===== config.mk =====
export PLATFORM = sky130hd
export DESIGN_NAME = winddir_decoder
export DESIGN_NICKNAME = d
export VERILOG_FILES = /design/src/rtl/winddir_pkg.sv /design/src/rtl/winddir_classify.sv /design/src/rtl/winddir_decoder.sv
export SDC_FILE = /design/constraint.sdc
export NUM_CORES = 1
export LEC_CHECK = 0
export ABC_AREA = 1
export CORE_ASPECT_RATIO = 1.2
export CORE_MARGIN = 4
export CORE_UTILIZATION = 57
export CTS_CLUSTER_SIZE = 8
export DETAILED_ROUTE_END_ITERATION = 12
export PLACE_DENSITY = 0.83
export SKIP_LAST_GASP = 1
export SYNTH_ARGS = -nofsm -noshare
export SYNTH_HDL_FRONTEND = slang
export SYNTH_SLANG_ARGS = --single-unit

===== constraint.sdc =====
create_clock -name clk -period 4.5 [get_ports clk]
set_input_delay 0.9 -clock clk [delete_from_list [all_inputs] [get_ports clk]]
set_output_delay 0.9 -clock clk [all_outputs]
set_load 0.1 [all_outputs]

===== src/rtl/winddir_pkg.sv =====
// -----------------------------------------------------------------------------
// winddir_pkg
//   Shared definitions for the wind-direction lamp system. The lamp generator
//   and the decoder both use these codes, so they live in one place.
//
//   Pattern codes (3 lamps, MSB = left lamp):
//     OUTER = 101, INNER = 010, LEFT = 100, RIGHT = 001
//   Direction codes:
//     CALM = 00, RTL = 01 (right-to-left), LTR = 10 (left-to-right)
// -----------------------------------------------------------------------------
package winddir_pkg;

  localparam logic [2:0] PAT_OUTER = 3'b101;
  localparam logic [2:0] PAT_INNER = 3'b010;
  localparam logic [2:0] PAT_LEFT  = 3'b100;
  localparam logic [2:0] PAT_RIGHT = 3'b001;

  // Value that prev powers up with: the inner lamp.
  localparam logic [2:0] PAT_RESET = PAT_INNER;

  typedef enum logic [1:0] {
    DIR_CALM = 2'b00,
    DIR_RTL  = 2'b01,
    DIR_LTR  = 2'b10
  } dir_e;

  // EMPTY: no legal previous sample is held.
  // TRACK: prev holds the last legal sample.
  typedef enum logic {
    ST_EMPTY = 1'b0,
    ST_TRACK = 1'b1
  } state_e;

  // True for the four lamp patterns the generator can legally show.
  function automatic logic is_legal_code(input logic [2:0] code);
    return (code == PAT_OUTER) || (code == PAT_INNER) ||
           (code == PAT_LEFT)  || (code == PAT_RIGHT);
  endfunction

endpackage


===== src/rtl/winddir_classify.sv =====
// -----------------------------------------------------------------------------
// winddir_classify
//   Purely combinational classifier for one lamp-pattern step.
//
//   Ports:
//     prev             in  3  previously held legal pattern
//     pattern          in  3  pattern currently observed
//     legal_code       out 1  pattern is one of OUTER/INNER/LEFT/RIGHT
//     legal_transition out 1  prev->pattern is one of the listed transitions
//     trans_class      out 2  direction class of the transition (CALM when
//                             legal_transition is 0; callers must gate on it)
//
//   Listed transitions:
//     CALM : 010->101, 101->010
//     RTL  : 010->100, 100->001, 001->010
//     LTR  : 010->001, 001->100, 100->010
// -----------------------------------------------------------------------------
module winddir_classify
  import winddir_pkg::*;
(
  input  logic [2:0] prev,
  input  logic [2:0] pattern,
  output logic       legal_code,
  output logic       legal_transition,
  output dir_e       trans_class
);

  always_comb begin
    legal_code       = is_legal_code(pattern);
    legal_transition = 1'b0;
    trans_class      = DIR_CALM;

    unique case (prev)
      PAT_INNER: begin
        if (pattern == PAT_OUTER) begin
          legal_transition = 1'b1;
          trans_class      = DIR_CALM;
        end else if (pattern == PAT_LEFT) begin
          legal_transition = 1'b1;
          trans_class      = DIR_RTL;
        end else if (pattern == PAT_RIGHT) begin
          legal_transition = 1'b1;
          trans_class      = DIR_LTR;
        end
      end
      PAT_OUTER: begin
        if (pattern == PAT_INNER) begin
          legal_transition = 1'b1;
          trans_class      = DIR_CALM;
        end
      end
      PAT_LEFT: begin
        if (pattern == PAT_RIGHT) begin
          legal_transition = 1'b1;
          trans_class      = DIR_RTL;
        end else if (pattern == PAT_INNER) begin
          legal_transition = 1'b1;
          trans_class      = DIR_LTR;
        end
      end
      PAT_RIGHT: begin
        if (pattern == PAT_INNER) begin
          legal_transition = 1'b1;
          trans_class      = DIR_RTL;
        end else if (pattern == PAT_LEFT) begin
          legal_transition = 1'b1;
          trans_class      = DIR_LTR;
        end
      end
      default: begin
        // prev only ever holds a legal code; anything else classifies as none.
        legal_transition = 1'b0;
      end
    endcase
  end

endmodule


===== src/rtl/winddir_decoder.sv =====
// -----------------------------------------------------------------------------
// winddir_decoder
//   Watches the lamp pattern on each tick and decodes the wind direction from
//   the sequence of pattern transitions. A direction is only published once
//   CONFIRM consecutive transitions of the same class have been seen.
//
//   Parameters:
//     CONFIRM   consecutive same-class transitions needed to update dir (1..7)
//
//   Ports:
//     clk        in  1  clock, all state changes on rising edge
//     reset      in  1  synchronous active-low reset
//     tick       in  1  sample enable for pattern
//     pattern    in  3  observed lamp pattern
//     dir        out 2  decoded direction (CALM/RTL/LTR), registered
//     dir_valid  out 1  set once any direction is confirmed, sticky to reset
//     err        out 1  one-cycle pulse on illegal code / illegal transition
//     err_cnt    out 4  saturating count of err pulses
// -----------------------------------------------------------------------------
module winddir_decoder
  import winddir_pkg::*;
#(
  parameter int unsigned CONFIRM = 2
) (
  input  logic       clk,
  input  logic       reset,
  input  logic       tick,
  input  logic [2:0] pattern,
  output logic [1:0] dir,
  output logic       dir_valid,
  output logic       err,
  output logic [3:0] err_cnt
);

  localparam logic [2:0] CONFIRM_L = 3'(CONFIRM);
  localparam logic [3:0] ERR_MAX   = 4'd15;

  // ---------------------------------------------------------------------------
  // State
  // ---------------------------------------------------------------------------
  state_e     state_q,     state_d;
  logic [2:0] prev_q,      prev_d;
  dir_e       cand_q,      cand_d;
  logic [2:0] streak_q,    streak_d;
  dir_e       dir_q,       dir_d;
  logic       dir_valid_q, dir_valid_d;
  logic       err_q,       err_d;
  logic [3:0] err_cnt_q,   err_cnt_d;

  // ---------------------------------------------------------------------------
  // Classification of the current step
  // ---------------------------------------------------------------------------
  logic legal_code;
  logic legal_transition;
  dir_e trans_class;

  winddir_classify u_classify (
    .prev             (prev_q),
    .pattern          (pattern),
    .legal_code       (legal_code),
    .legal_transition (legal_transition),
    .trans_class      (trans_class)
  );

  // Streak value after a classified transition, before confirmation check.
  logic [2:0] streak_inc;
  assign streak_inc = (streak_q >= CONFIRM_L) ? CONFIRM_L : streak_q + 3'd1;

  // ---------------------------------------------------------------------------
  // Next-state logic
  // ---------------------------------------------------------------------------
  always_comb begin
    state_d     = state_q;
    prev_d      = prev_q;
    cand_d      = cand_q;
    streak_d    = streak_q;
    dir_d       = dir_q;
    dir_valid_d = dir_valid_q;
    err_d       = 1'b0;   // err is a pulse: low unless an error happens now

    if (tick) begin
      if (!legal_code) begin
        // Garbage on the lamps: forget the history entirely and resync on
        // the next legal code. The published direction is kept.
        err_d    = 1'b1;
        streak_d = 3'd0;
        state_d  = ST_EMPTY;
      end else begin
        unique case (state_q)
          ST_EMPTY: begin
            // First legal sample only establishes a reference point.
            prev_d  = pattern;
            state_d = ST_TRACK;
          end
          ST_TRACK: begin
            if (pattern == prev_q) begin
              // Lamps have not moved since the last sample; nothing to do.
            end else if (!legal_transition) begin
              // Legal code but a skipped/backward step: resync from here.
              err_d    = 1'b1;
              streak_d = 3'd0;
              prev_d   = pattern;
            end else begin
              prev_d = pattern;
              if (trans_class == cand_q) begin
                streak_d = streak_inc;
              end else begin
                cand_d   = trans_class;
                streak_d = 3'd1;
              end
              // Confirmation uses the updated streak/candidate of this edge.
              if (streak_d == CONFIRM_L) begin
                dir_d       = cand_d;
                dir_valid_d = 1'b1;
              end
            end
          end
          default: begin
            state_d = ST_EMPTY;
          end
        endcase
      end
    end

    err_cnt_d = err_cnt_q;
    if (err_d && (err_cnt_q != ERR_MAX)) begin
      err_cnt_d = err_cnt_q + 4'd1;
    end
  end

  // ---------------------------------------------------------------------------
  // Registers
  // ---------------------------------------------------------------------------
  always_ff @(posedge clk) begin
    if (!reset) begin
      state_q     <= ST_EMPTY;
      prev_q      <= PAT_RESET;
      cand_q      <= DIR_CALM;
      streak_q    <= 3'd0;
      dir_q       <= DIR_CALM;
      dir_valid_q <= 1'b0;
      err_q       <= 1'b0;
      err_cnt_q   <= 4'd0;
    end else begin
      state_q     <= state_d;
      prev_q      <= prev_d;
      cand_q      <= cand_d;
      streak_q    <= streak_d;
      dir_q       <= dir_d;
      dir_valid_q <= dir_valid_d;
      err_q       <= err_d;
      err_cnt_q   <= err_cnt_d;
    end
  end

  assign dir       = dir_q;
  assign dir_valid = dir_valid_q;
  assign err       = err_q;
  assign err_cnt   = err_cnt_q;

endmodule


Routed metal per tile:
The die is cut into 9 by 11 equal tiles; dark blue is low, red is high, scaled to the fullest tile. Values are wire area over tile area, all layers added.
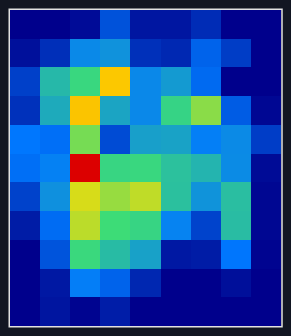
fullest tile: 0.58
mean over tiles: 0.13
emptiest ninth of the die: bottom right
nearly empty tiles: 23%

Clock nets:
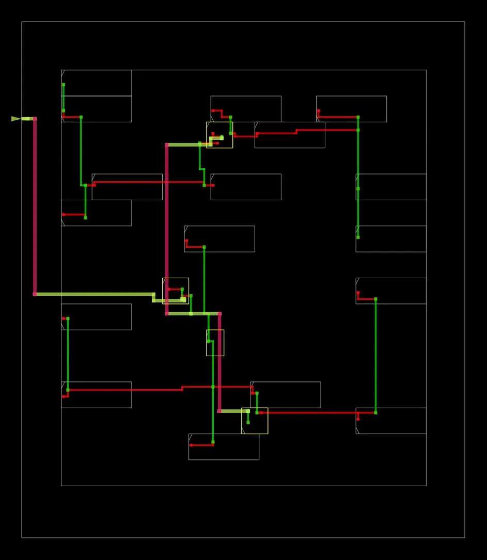
Final Skew: 0.00334 ns
TritonCTS Buffers: 3
Flops: 17
clkbuf count: 3

Placement by cell class:
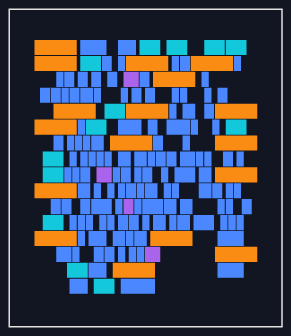
| color | class | cells | share of their area |
|---|---|---|---|
| blue | remaining logic cells | 125 | 57% |
| orange | sequential cells | 17 | 30% |
| cyan | remaining buffers and delay cells | 13 | 11% |
| purple | clock drivers and dummy loads | 4 | 2.4% |
row cnt: 16
post-route cell area: 0.00117 mm2

==> impl_metrics.env <==
# physical design summary
export IMPL_outcome="finished, final reports clean"
export IMPL_gr_usage_met1_pct=20.0
export IMPL_clock_sinks=17
export IMPL_fin_cells=177
export IMPL_signal_buffers=13
export IMPL_r2r_start="prev_q[2]"
export IMPL_lay_top_cells="nand2_1 (32), inv_1 (18), dfxtp_1 (17)"
export IMPL_drc=0
export IMPL_logic_gate_count=104
export IMPL_bufAreaShareNonClock_pct=11.1
export IMPL_dpl_cell_count=173
export IMPL_pg_clk_w=0.0000880
export IMPL_finalHoldViolations=0
export IMPL_ctsResizeCount=0
export IMPL_setup_tns_ns=0
export IMPL_cts_tree="yes"
export IMPL_final_fill_count=158
export IMPL_postCtsHoldBufs=0
export IMPL_cp_cell_sequence="clkdlybuf4s50_1"
export IMPL_dr_pass1_iters=4
export IMPL_ys_types=22
export IMPL_dpl_worst_slack_ns=1.75
export IMPL_power_frac_comb_pct=20.3
export IMPL_die_area_mm2=0.00250
export IMPL_clkCellAreaFrac_pct=2.34
export IMPL_taps=18
export IMPL_drive_gt1_share_pct=15.7
export IMPL_yosys_stat_area_mm2=0.00101
export IMPL_comb_power_w=0.0000635
export IMPL_power_density_mw_per_mm2=266
export IMPL_cts_setup_buffers=0
export IMPL_cts_clk_slew_worst_paths_ns=0.10
export IMPL_internal_power_w=0.000209
export IMPL_floorplan_nets=152
export IMPL_vias_per_cell=5.23
export IMPL_ys_cells=143
export IMPL_wl_met2_um=1090
export IMPL_synthCells=143
export IMPL_grt_overflow=0
export IMPL_yosysMostFrequentCell="nand2_1"
export IMPL_wirelength_um=2080
export IMPL_relSlewSlack_pct=33.6
export IMPL_async_reset_ff_share_pct=0
export IMPL_grt_pass1_vias=869
export IMPL_nets=169
export IMPL_routed_top_layer="met4"
export IMPL_warnings=27
export IMPL_area_growth_syn_to_layout_pct=16.8
export IMPL_edf_count=0
export IMPL_n_all_inverters=21
export IMPL_grt_first_pass_wirelength_um=3380
export IMPL_core_area_mm2=0.00166
export IMPL_required_ns=3.60
export IMPL_seq_share_pct=29.0
export IMPL_cpPeakStageDelay_ns=1.17
export IMPL_whs_ns=0.463
export IMPL_crit_cells=1
export IMPL_initial_core_util_pct=60.5
export IMPL_layout_area_seq_um2=340
export IMPL_maxSlewViolCount=0
export IMPL_grtUsageMet2_pct=34.9
export IMPL_ys_top_cells_by_count="nand2_1 (32), inv_1 (18), dfxtp_1 (17)"
export IMPL_start_kind="flip-flop"
Sequential cells colored by netlist name:
Other sequential cells in the stronger gray, the rest of the logic in the fainter gray.
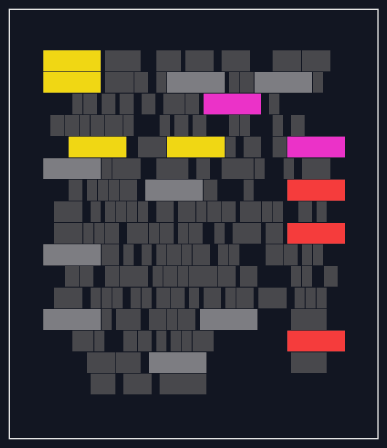
| color | signal | sequential cells |
|---|---|---|
| magenta | dir | 2 |
| red | streak_q | 3 |
| yellow | err_cnt | 4 |
not colored: 8

Clock wires, drivers and flops:
Scale bar: 10 um.
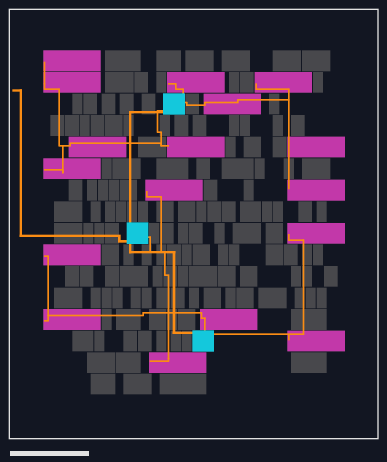
[cyan] clock-net drivers | count: 3
[orange] clock wires | length: 248 um
[magenta] flip-flops | count: 17
routed clock nets: 4

cells by family (layout without fill, tap and decap cells):
| group | after synthesis | count (layout) | share of synthesized area [%] |
|---|---|---|---|
| fa+ha+maj | 3 | 3 | 3.73 |
| flops | 17 | 17 | 33.8 |
| xor+xnor | 4 | 4 | 3.48 |
| simple gates | 73 | 73 | 37.8 |
| compound gates | 24 | 24 | 12.2 |
| buf+inv | 22 | 38 | 8.95 |
worst reg2reg max path, delay by kind of cell, from the launching register on:
kind             cells  cell delay (ns)
flip-flops           1             0.52
AND/OR/NAND/NOR     12             1.12
state kept, by name, indices dropped and copies added, names as in the netlist:
| register | cells |
|---|---|
| err_cnt | 4 |
| dir | 2 |
| err | 1 |
| cand_q | 2 |
| dir_valid | 1 |
| state_q | 1 |
| streak_q | 3 |
| prev_q | 3 |
